Design sha_msg_padder_flat, sky130hd; sources not shown.
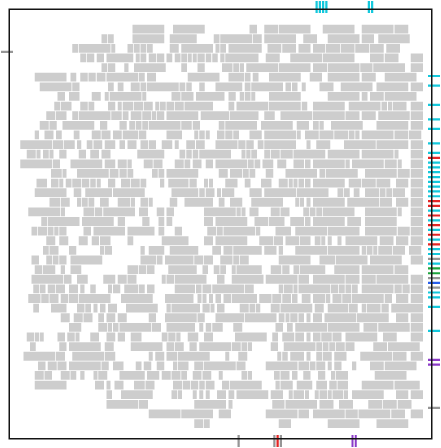
(images/pins.png)
Pins as bars across the die edge, other pins in gray.
`bus_out_last_next` -> green  # pins 2, direction output, edge right
`bus_out_ready` -> blue  # pins 1, direction input, edge right
`bus_out_word` -> cyan  # pins 32, direction output, edge 26 right, 6 top
`bus_in_byte` -> red  # pins 8, direction input, edge 7 right, 1 bottom
`bus_out_index` -> purple  # pins 4, direction output, edge 2 right, 2 bottom
Die Width: 119 µm
die y size: 121 µm
I/O Buffers: 54

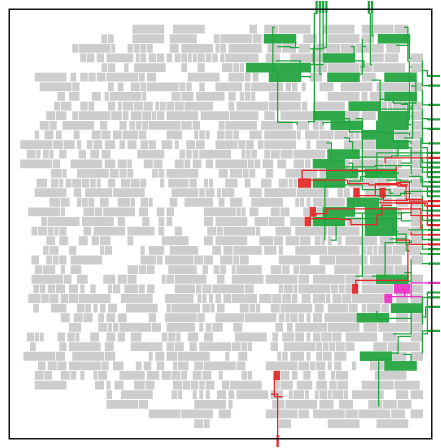
(images/port_nets.png)
`bus_out_ready` -> magenta  # bits 1, direction input, end cells 3, buffers 1, wire 25.6 µm
`bus_in_byte` -> red  # bits 8, direction input, end cells 8, buffers 8, wire 297 µm
`bus_out_word` -> green  # bits 32, direction output, end cells 32, buffers 32, wire 841 µm
Top Ports: 55

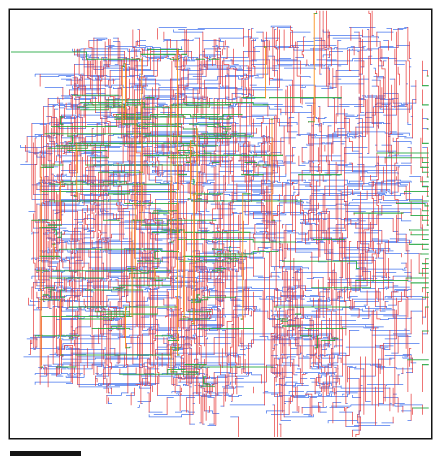
(images/metal_stack.png)
The bar under the picture is 20 µm long.
met1 -> blue  # wire length 8610 µm
met2 -> red  # wire length 10500 µm
met3 -> green  # wire length 1770 µm
met4 -> orange  # wire length 604 µm
Vias: 6850
Total Routing Usage GR: 0.312
WL per Instance: 20.8 µm
Total Wirelength: 21.4 mm

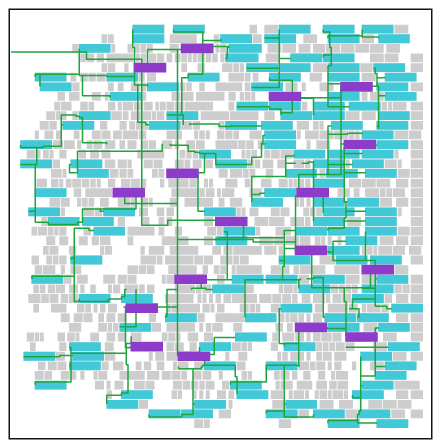
(images/clock_map.png)
clock wires -> green  # length 1770 µm
cells driving clock nets -> purple  # count 17
flip-flops -> cyan  # count 141
flops lie = spread over the die
Clock Power Share: 0.249
power in the clock group: 2.60 mW
skew final: 0.0110 ns
Latency at later pin: 0.43 ns

==> CHANGELOG.md <==
### Changed

* Most instantiated library cell after synthesis: dfrtp_1
* Adder share at 0.00825
* Nets@finish at 860
* #FFs+latches synth at around 140
* Die Area at approximately 14000 µm²
* Invs w/o clock at 13
* Worst path cell trace: nor3_2 -> buf_4 -> and3_1 -> clkdlybuf4s50_1
* Drt pass-1 iters at 5
* Max cap viols at 0
* CTS sink count at ~140
* Power Dens Cells at roughly 1100 nW/µm²
* DR top layer: met4
* Internal power at roughly 6.7 mW
* Commonest non-fill, non-tap cells in the layout: 139 x dfrtp_1, 68 x buf_4, 59 x nand2_1, 59 x o21ai_0, 53 x clkdlybuf4s50_1
* Root Driver: clkbuf_16
* Logic area at between 3000 and 4000 µm²
* Pins Over Slew Limit at 0
* CTS buffer count at 17
* R2R depth at 6
* Final instance area at around 9400 µm²
* Async set-or-reset flop fraction in the synthesized netlist at 1.00
* Buffers & Inverters on Critical Path at 2
* RSZ-0062 raised after global routing: false
* Placed Cells incl. Taps at between 900 and 1k
* Synth Area per Inst at 10.2 µm²
* Critical Path Stages at 4
* Met3 Usage GRT at 0.0653
* Vias per cell at between 6 and 7
* Wl on met1 at approximately 8.6 mm
* CP Launch Type: flip-flop
* Status: finished, final reports clean
* Slowest-stage cell, CP: clkdlybuf4s50_1
* Routability Congestion at ~0.98
* Final setup violation count at 0
Power is estimated from default activity; no workload was simulated.
